**config.mk**
```make
export PLATFORM = sky130hd
export DESIGN_NAME = hansen_uart_tx
export DESIGN_NICKNAME = d
export VERILOG_FILES = /design/src/rtl/hansen_uart_tx.sv
export SDC_FILE = /design/constraint.sdc
export NUM_CORES = 1
export LEC_CHECK = 0
export CAP_MARGIN = 20
export CORE_MARGIN = 3
export CORE_UTILIZATION = 55
export CTS_CLUSTER_DIAMETER = 80
export DETAILED_ROUTE_END_ITERATION = 7
export PLACE_DENSITY_LB_ADDON = 0.15
export SLEW_MARGIN = 20
export SYNTH_ARGS = -nofsm -noshare
export SYNTH_HDL_FRONTEND = slang
export SYNTH_SLANG_ARGS = --single-unit
```
**constraint.sdc**
```tcl
create_clock -name clk -period 6.2 [get_ports clk]
set_clock_uncertainty 0.1 [all_clocks]
set_input_delay 0.62 -clock clk [delete_from_list [all_inputs] [get_ports clk]]
set_output_delay 0.62 -clock clk [all_outputs]
set_load 0.02 [all_outputs]
```
**src/rtl/hansen_uart_tx.sv**
```systemverilog
// hansen_uart_tx: byte-wide transmit FIFO feeding an 8N1 UART serializer.
// Bytes written while the FIFO has room are queued. Queued bytes are sent
// back-to-back with no idle gap. tx idles high and is driven from a flop.
module hansen_uart_tx #(
   parameter int CLKS_PER_BIT = 868,   // clk cycles per serial bit
   parameter int FIFO_DEPTH   = 16     // power of two, at least 2
) (
   input  logic       clk,
   input  logic       reset_n,
   input  logic       wr_en,
   input  logic [7:0] wr_data,
   output logic       full,
   output logic       empty,
   output logic       busy,
   output logic       overflow,
   output logic       tx
);

   localparam int AW = $clog2(FIFO_DEPTH);
   localparam int PW = AW + 1;
   localparam int CW = (CLKS_PER_BIT > 1) ? $clog2(CLKS_PER_BIT) : 1;
   localparam logic [CW-1:0] BIT_RELOAD = CW'(CLKS_PER_BIT - 1);
   localparam logic [CW-1:0] CNT_ZERO   = {CW{1'b0}};
   localparam logic [CW-1:0] CNT_ONE    = CW'(1);
   localparam logic [PW-1:0] PTR_ZERO   = {PW{1'b0}};
   localparam logic [PW-1:0] PTR_ONE    = PW'(1);

   typedef enum logic [1:0] {
      IDLE  = 2'd0,
      START = 2'd1,
      DATA  = 2'd2,
      STOP  = 2'd3
   } state_t;

   // FIFO storage and pointers. Pointers carry one extra wrap bit, so that
   // full and empty can be told apart when the index bits are equal.
   logic [7:0]    mem_r [FIFO_DEPTH];
   logic [PW-1:0] wr_ptr_r;
   logic [PW-1:0] rd_ptr_r;
   logic          empty_s;
   logic          full_s;
   logic          push_s;
   logic          pop_s;

   // Serializer state
   state_t        state_r;
   state_t        state_next_s;
   logic [CW-1:0] cnt_r;
   logic [CW-1:0] cnt_next_s;
   logic [2:0]    idx_r;
   logic [2:0]    idx_next_s;
   logic [7:0]    shift_r;
   logic [7:0]    shift_next_s;
   logic          tx_r;
   logic          tx_next_s;
   logic          busy_r;
   logic          overflow_r;

   assign empty_s = (wr_ptr_r == rd_ptr_r);
   assign full_s  = (wr_ptr_r[AW] != rd_ptr_r[AW]) &&
                    (wr_ptr_r[AW-1:0] == rd_ptr_r[AW-1:0]);
   // full is the pre-edge value. A write against a full FIFO is dropped even
   // if a pop happens on the same edge.
   assign push_s  = wr_en & ~full_s;

   assign full     = full_s;
   assign empty    = empty_s;
   assign busy     = busy_r;
   assign overflow = overflow_r;
   assign tx       = tx_r;

   // FIFO storage write; contents need no reset because the pointers gate reads
   always_ff @(posedge clk) begin
      if (push_s) begin
         mem_r[wr_ptr_r[AW-1:0]] <= wr_data;
      end
   end

   // FIFO pointers and sticky overflow flag
   always_ff @(posedge clk or negedge reset_n) begin
      if (!reset_n) begin
         wr_ptr_r   <= PTR_ZERO;
         rd_ptr_r   <= PTR_ZERO;
         overflow_r <= 1'b0;
      end else begin
         if (push_s) begin
            wr_ptr_r <= wr_ptr_r + PTR_ONE;
         end
         if (pop_s) begin
            rd_ptr_r <= rd_ptr_r + PTR_ONE;
         end
         if (wr_en && full_s) begin
            overflow_r <= 1'b1;
         end
      end
   end

   // Serializer next-state: bit timing, shifting, FIFO pop and next tx level
   always_comb begin
      state_next_s = state_r;
      cnt_next_s   = cnt_r;
      idx_next_s   = idx_r;
      shift_next_s = shift_r;
      tx_next_s    = tx_r;
      pop_s        = 1'b0;
      case (state_r)
         IDLE: begin
            // empty_s comes from registered pointers, so a byte written at
            // this edge is popped one edge later.
            if (!empty_s) begin
               pop_s        = 1'b1;
               shift_next_s = mem_r[rd_ptr_r[AW-1:0]];
               cnt_next_s   = BIT_RELOAD;
               tx_next_s    = 1'b0;
               state_next_s = START;
            end else begin
               tx_next_s    = 1'b1;
            end
         end
         START: begin
            if (cnt_r == CNT_ZERO) begin
               cnt_next_s   = BIT_RELOAD;
               idx_next_s   = 3'd0;
               tx_next_s    = shift_r[0];
               state_next_s = DATA;
            end else begin
               cnt_next_s   = cnt_r - CNT_ONE;
            end
         end
         DATA: begin
            if (cnt_r == CNT_ZERO) begin
               cnt_next_s = BIT_RELOAD;
               if (idx_r == 3'd7) begin
                  tx_next_s    = 1'b1;
                  state_next_s = STOP;
               end else begin
                  shift_next_s = {1'b0, shift_r[7:1]};
                  idx_next_s   = idx_r + 3'd1;
                  tx_next_s    = shift_r[1];
               end
            end else begin
               cnt_next_s = cnt_r - CNT_ONE;
            end
         end
         STOP: begin
            if (cnt_r == CNT_ZERO) begin
               // Chain straight into the next start bit when data is waiting
               if (!empty_s) begin
                  pop_s        = 1'b1;
                  shift_next_s = mem_r[rd_ptr_r[AW-1:0]];
                  cnt_next_s   = BIT_RELOAD;
                  tx_next_s    = 1'b0;
                  state_next_s = START;
               end else begin
                  cnt_next_s   = CNT_ZERO;
                  tx_next_s    = 1'b1;
                  state_next_s = IDLE;
               end
            end else begin
               cnt_next_s = cnt_r - CNT_ONE;
            end
         end
         default: begin
            cnt_next_s   = CNT_ZERO;
            tx_next_s    = 1'b1;
            state_next_s = IDLE;
         end
      endcase
   end

   // Serializer registers, including the registered tx and busy outputs
   always_ff @(posedge clk or negedge reset_n) begin
      if (!reset_n) begin
         state_r <= IDLE;
         cnt_r   <= CNT_ZERO;
         idx_r   <= 3'd0;
         shift_r <= 8'd0;
         tx_r    <= 1'b1;
         busy_r  <= 1'b0;
      end else begin
         state_r <= state_next_s;
         cnt_r   <= cnt_next_s;
         idx_r   <= idx_next_s;
         shift_r <= shift_next_s;
         tx_r    <= tx_next_s;
         busy_r  <= (state_next_s != IDLE);
      end
   end

endmodule

```
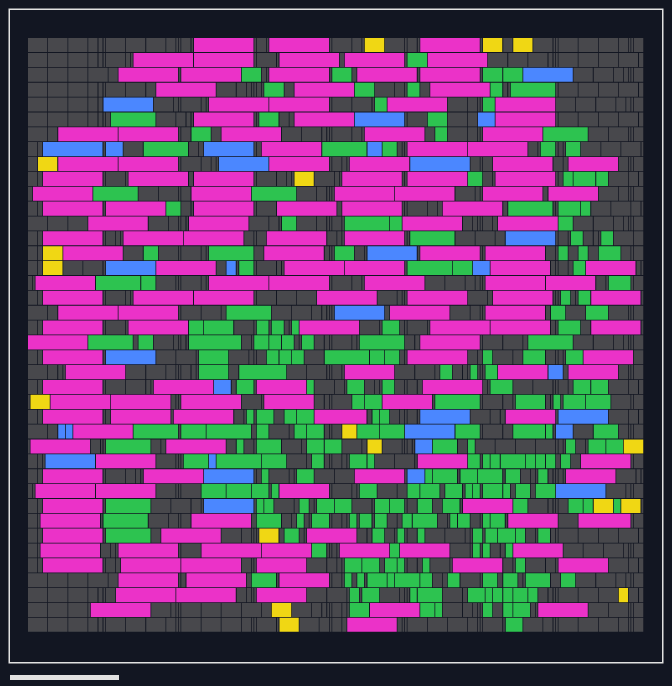
**Above:** run 1 (placed cells, one color a class).
The bar under the picture is 20 um long. Fill, decap, tap and diode cells in gray.
- other buffers and delay cells: yellow (cells 17; share of their area 2.1%)
- all other logic: green (cells 244; share of their area 29%)
- clock drivers and dummy loads: blue (cells 32; share of their area 7.5%)
- flops: magenta (cells 164; share of their area 61%)

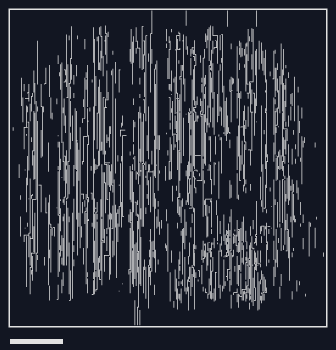
**Above:** run 1 (M2 wires).
The bar under the picture is 20 um long.
- share of all routed wire: 49%
- nets with wire on the layer: 412
- longest straight run: 58.8 um
- main direction: vertical
- wire length on this layer: 7,070 um

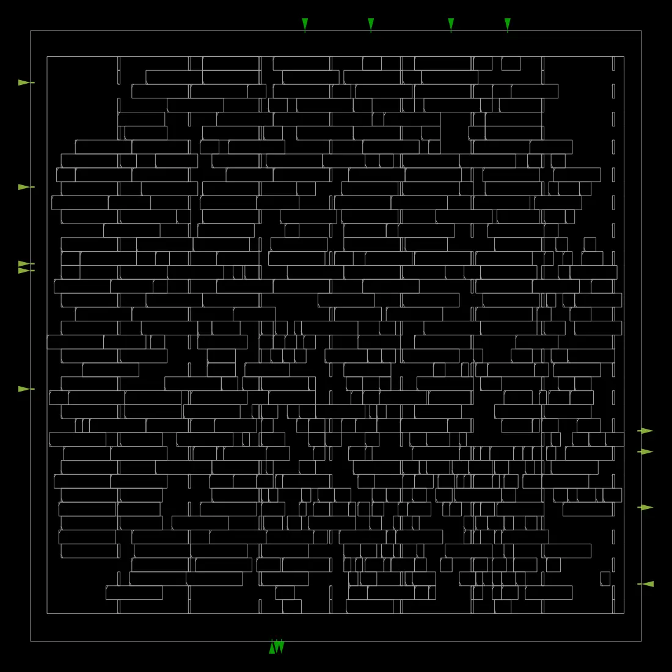
**Above:** run 1 (placement view).
# Taps: 168
num rows: 40
registers: 164
final non-filler cell total: 625
Filler Cells Inserted: 849

==> summary.txt, run 1 <==
run metrics: status finished clean, largest net degree at the start of global routing 42, Logic inverters 13, Setup Fix Bufs, Post-CTS 0, cell type with the largest total area edfxtp_1, dpl cell area 7350 sq um, worst slack, placed 2.82 ns, crit path max fanout 10, post-synthesis xor/xnor area fraction 1.86%, max cap viols 0, Yosys warnings 0, routed len/inst 23.0 um, # clock sinks 164, distinct lib cells 58, Synth-to-Final Area Change 12.7%, topmost layer with routed signal wires met4, Register Area 4750 sq um, clock buffer count 17, root buf cell clkbuf_16, Top class by area sequential cells, CTS tree yes, setup TNS 0 ns, DR iter-0 viols 368, GPL Wtd Cong 0.846, Core Area 12,300 sq um, Slew @ Worst Pin 1.08 ns, vias 3,890, Top Ports 16, Worst Path Arrival 2.61 ns, RSZ-0062 raised after global routing false, Final Hold Viols 0, CTS max path bufs 2, final slew viol count 0, ClkCell Share 7.26%
==> run 1: state kept, by name, summed over array words and instances (netlist names) <==
| name | count |
|---|---|
| mem_r | 128 |
| tx | 1 |
| idx_r | 3 |
| cnt_r | 10 |
| wr_ptr_r | 5 |
| shift_r | 8 |
| overflow | 1 |
| state_r | 2 |
| rd_ptr_r | 5 |
| busy | 1 |
==> run 1: power breakdown <==
group / internal (mW) / switching (mW)
Clock: 0.595 / 0.434
Combinational: 0.549 / 0.672
Sequential: 1.38 / 0.153
==> run 1: metal layers <==
layer / GRT usage [%] / vias to the layer above
li1: - / 1732
met3: 4.61 / 21
met2: 33.9 / 120
met5: 0 / -
met4: 8.30 / 0
met1: 30.1 / 2017
==> run 1 -> run 2 <==
==> constraint.sdc (replaced) <==
create_clock -name clk -period 2.8 [get_ports clk]
set_clock_uncertainty 0.1 [all_clocks]
set_input_delay 0.28 -clock clk [delete_from_list [all_inputs] [get_ports clk]]
set_output_delay 0.28 -clock clk [all_outputs]
set_load 0.02 [all_outputs]
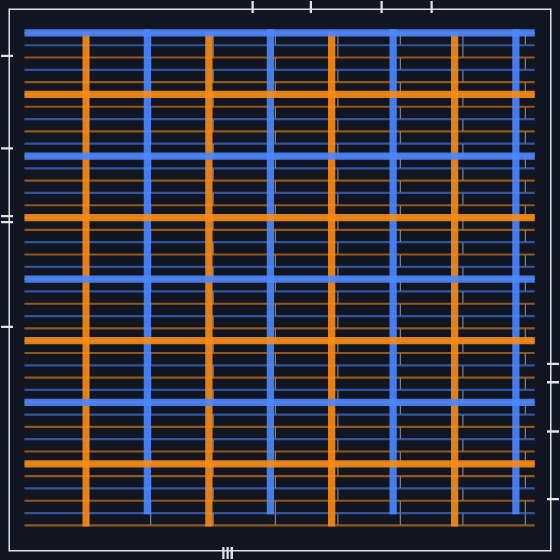
**Above:** run 2 (PDN straps and rails).
Pins as bars on the die edge. Tap cells in gray.
- VSS: orange
- VDD: blue
- tap cells: 168
- signal pins: 16

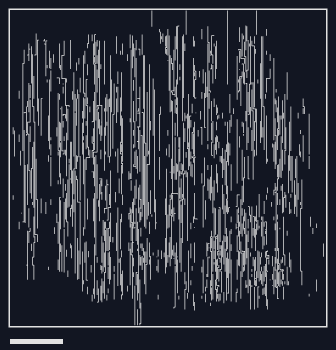
**Above:** run 2 (M2 wires).
The bar under the picture is 20 um long.
- share of all routed wire: 51%
- wire length on this layer: 6,890 um
- main direction: vertical

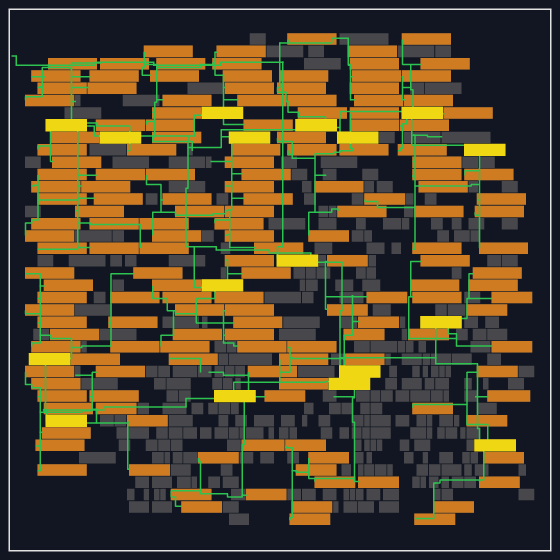
**Above:** run 2 (clock network drawn from the DEF).
- flip-flops: orange (count 164)
- cells driving clock nets: yellow (count 17)
- clock wires: green (length 1,680 um)
- routed clock nets: 18
- flops lie: all over the die

==> summary.txt, run 2 <==
run metrics: CTS tree yes, met1 GRT Util 26.9% (-3.1 points), cell type with the largest total area edfxtp_1, final slew viol count 0 (unchanged), GPL Wtd Cong 0.828 (-2.1%), largest net degree at the start of global routing 37 (-12%), Worst Path Arrival 2.66 ns (+0.05 ns), Seq pwr share 40.1% (-0.5 points), Filler Cells Inserted 855 (+0.71%), P_comb 2.81 mW (+130%), power share of the clock group 26.3% (-0.9 points), root buf cell clkbuf_16, worst slack, placed 0.350 ns (-2.47 ns), Core Area 12,300 sq um (unchanged), Top Ports 16 (unchanged), RSZ-0062 raised after global routing false, switching share of power 31.9% (-1.4 points), cell-internal power 5.69 mW (+130%), most frequent logic cell in the layout edfxtp_1, # clock sinks 164 (unchanged), routing usage on met2 33.1% (-0.81 points), max FFs per register 128 (unchanged), Slew @ Worst Pin 0.822 ns (-0.254 ns), Yosys warnings 0 (unchanged), status finished clean, Main power group sequential cells, grt met3 use 5.37% (+0.76 points), Gate power share 33.6% (+1.3 points), routed len/inst 20.8 um (-9.8%), topmost layer with routed signal wires met4, distinct lib cells 58 (unchanged), num rows 40 (unchanged), Nets 489, vias 3,863 (-0.69%), setup TNS 0 ns (unchanged), gr busiest metal met2, P_sw 2.66 mW (+110%), Final Hold Viols 0 (unchanged), Setup Fix Bufs, Post-CTS 0 (unchanged), final non-filler cell total 645 (+3.2%)
[run 2: logic make-up (layout without fill, tap and decap cells)]
group / after synthesis / count (layout) / share of synthesized area (%)
flops: 164 / 164 / 67.2
simple gates: 77 / 77 / 6.66
compound gates: 75 / 75 / 7.41
mux: 50 / 50 / 12.2
buf+inv: 33 / 82 / 2.20
xor+xnor: 15 / 15 / 1.86
fa+ha+maj: 14 / 14 / 2.48
[run 2: timing repair]
item | CTS | global route
hold endpoints to repair | 35 | 0
hold buffers | 1 | 0
setup endpoints to repair | 0 | 2
gates resized | 0 | 3
[run 2: area by class of cell]
class	instances	area (sq um)	area share, %
sequential	164	4750	58.7
multi-input combinational	231	2190	27.0
clock buffer	19	433	5.35
timing repair buffer	37	330	4.08
tap	168	210	2.60
clock inverter	13	134	1.65
inverter	13	48.8	0.603
==> run 2 -> run 3 <==
--- a/config.mk
+++ b/config.mk
@@ -5,13 +5,13 @@
 export SDC_FILE = /design/constraint.sdc
 export NUM_CORES = 1
 export LEC_CHECK = 0
-export CAP_MARGIN = 20
+export CAP_MARGIN = 15
 export CORE_MARGIN = 3
 export CORE_UTILIZATION = 55
 export CTS_CLUSTER_DIAMETER = 80
 export DETAILED_ROUTE_END_ITERATION = 7
 export PLACE_DENSITY_LB_ADDON = 0.15
-export SLEW_MARGIN = 20
+export RECOVER_POWER = 50
 export SYNTH_ARGS = -nofsm -noshare
 export SYNTH_HDL_FRONTEND = slang
 export SYNTH_SLANG_ARGS = --single-unit
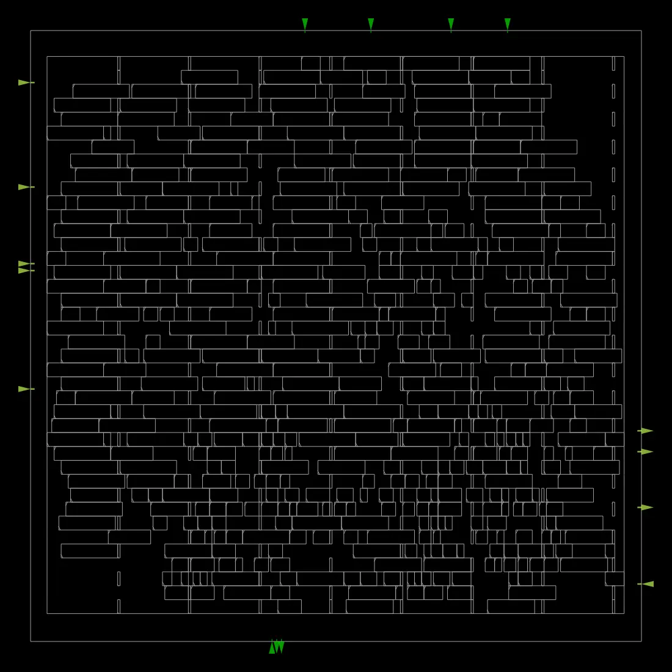
**Above:** run 3 (placement view).
Filler Cells Inserted: 855
Core Area: 12,300 sq um
fin util: 66.0%
flop share of the area: 58.7%

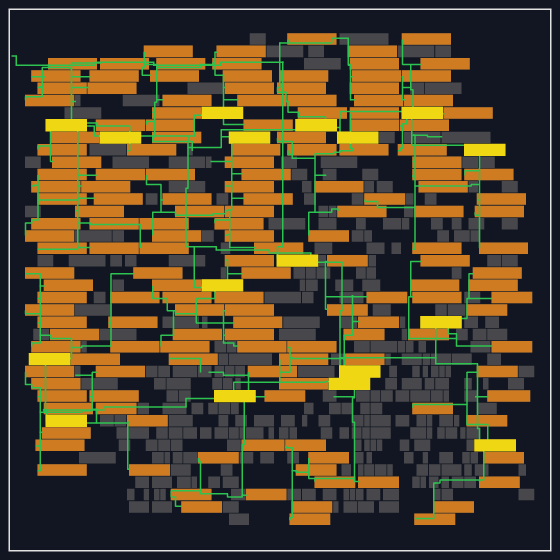
**Above:** run 3 (clock network drawn from the DEF).
- clock wires: green (length 1,680 um)
- cells driving clock nets: yellow (count 17)
- flip-flops: orange (count 164)
- routed clock nets: 18

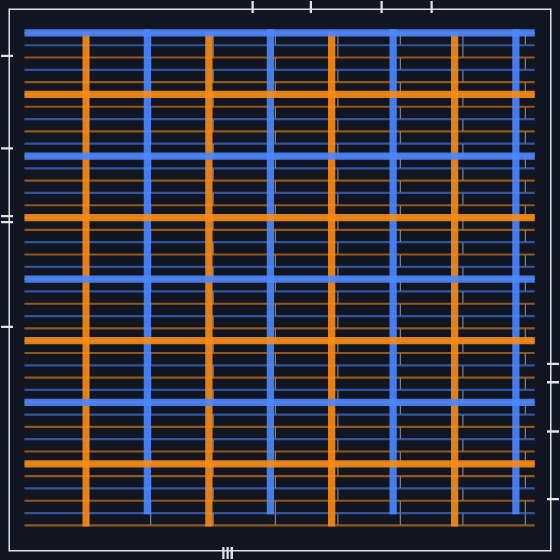
**Above:** run 3 (PDN straps and rails).
Pins as bars on the die edge. Tap cells in gray.
- VSS: orange
- VDD: blue
- met1 rails: 41
- met5 straps: 8
- signal pins: 16

==> summary.txt, run 3 <==
run metrics: status finished clean, cell type with the largest total area edfxtp_1, Seq pwr share 40.1% (about the same), gr busiest metal met2, met1 GRT Util 26.9% (unchanged), Setup Fix Bufs, Post-CTS 0 (unchanged), setup TNS 0 ns (unchanged), Register Area 4750 sq um (unchanged), num rows 40 (unchanged), # clock sinks 164 (unchanged), vias 3,861 (-0.052%), final non-filler cell total 645 (unchanged), Slew @ Worst Pin 0.822 ns (unchanged), P_comb 2.80 mW (about the same), CTS tree yes, distinct lib cells 58 (unchanged), most frequent logic cell in the layout edfxtp_1, worst slack, placed 0.350 ns (unchanged), Resize count post-CTS 0 (unchanged), Worst Path Arrival 2.66 ns (about the same)
-- run 3: cell counts after synthesis --
Identical to the previous run, type by type.
-- run 3: kinds of logic (layout without fill, tap and decap cells) --
family                   Yosys count  in the layout  synth area share, %
buffers and inverters             33             82                 2.20
multiplexers                      50             50                 12.2
AND-OR/OR-AND                     75             75                 7.41
XOR/XNOR                          15             15                 1.86
flip-flops                       164            164                 67.2
AND/OR/NAND/NOR                   77             77                 6.66
adder cells (fa/ha/maj)           14             14                 2.48
-- run 3: layout make-up --
type / count / share of cell area (%)
Tap cell: 168 / 2.60
Inverter: 13 / 0.603
Multi-Input combinational cell: 231 / 27.0
Clock inverter: 13 / 1.65
Clock buffer: 19 / 5.35
Timing Repair Buffer: 37 / 4.08
Sequential cell: 164 / 58.7
Power figures rest on the tool's default switching activity, not on a simulated workload.
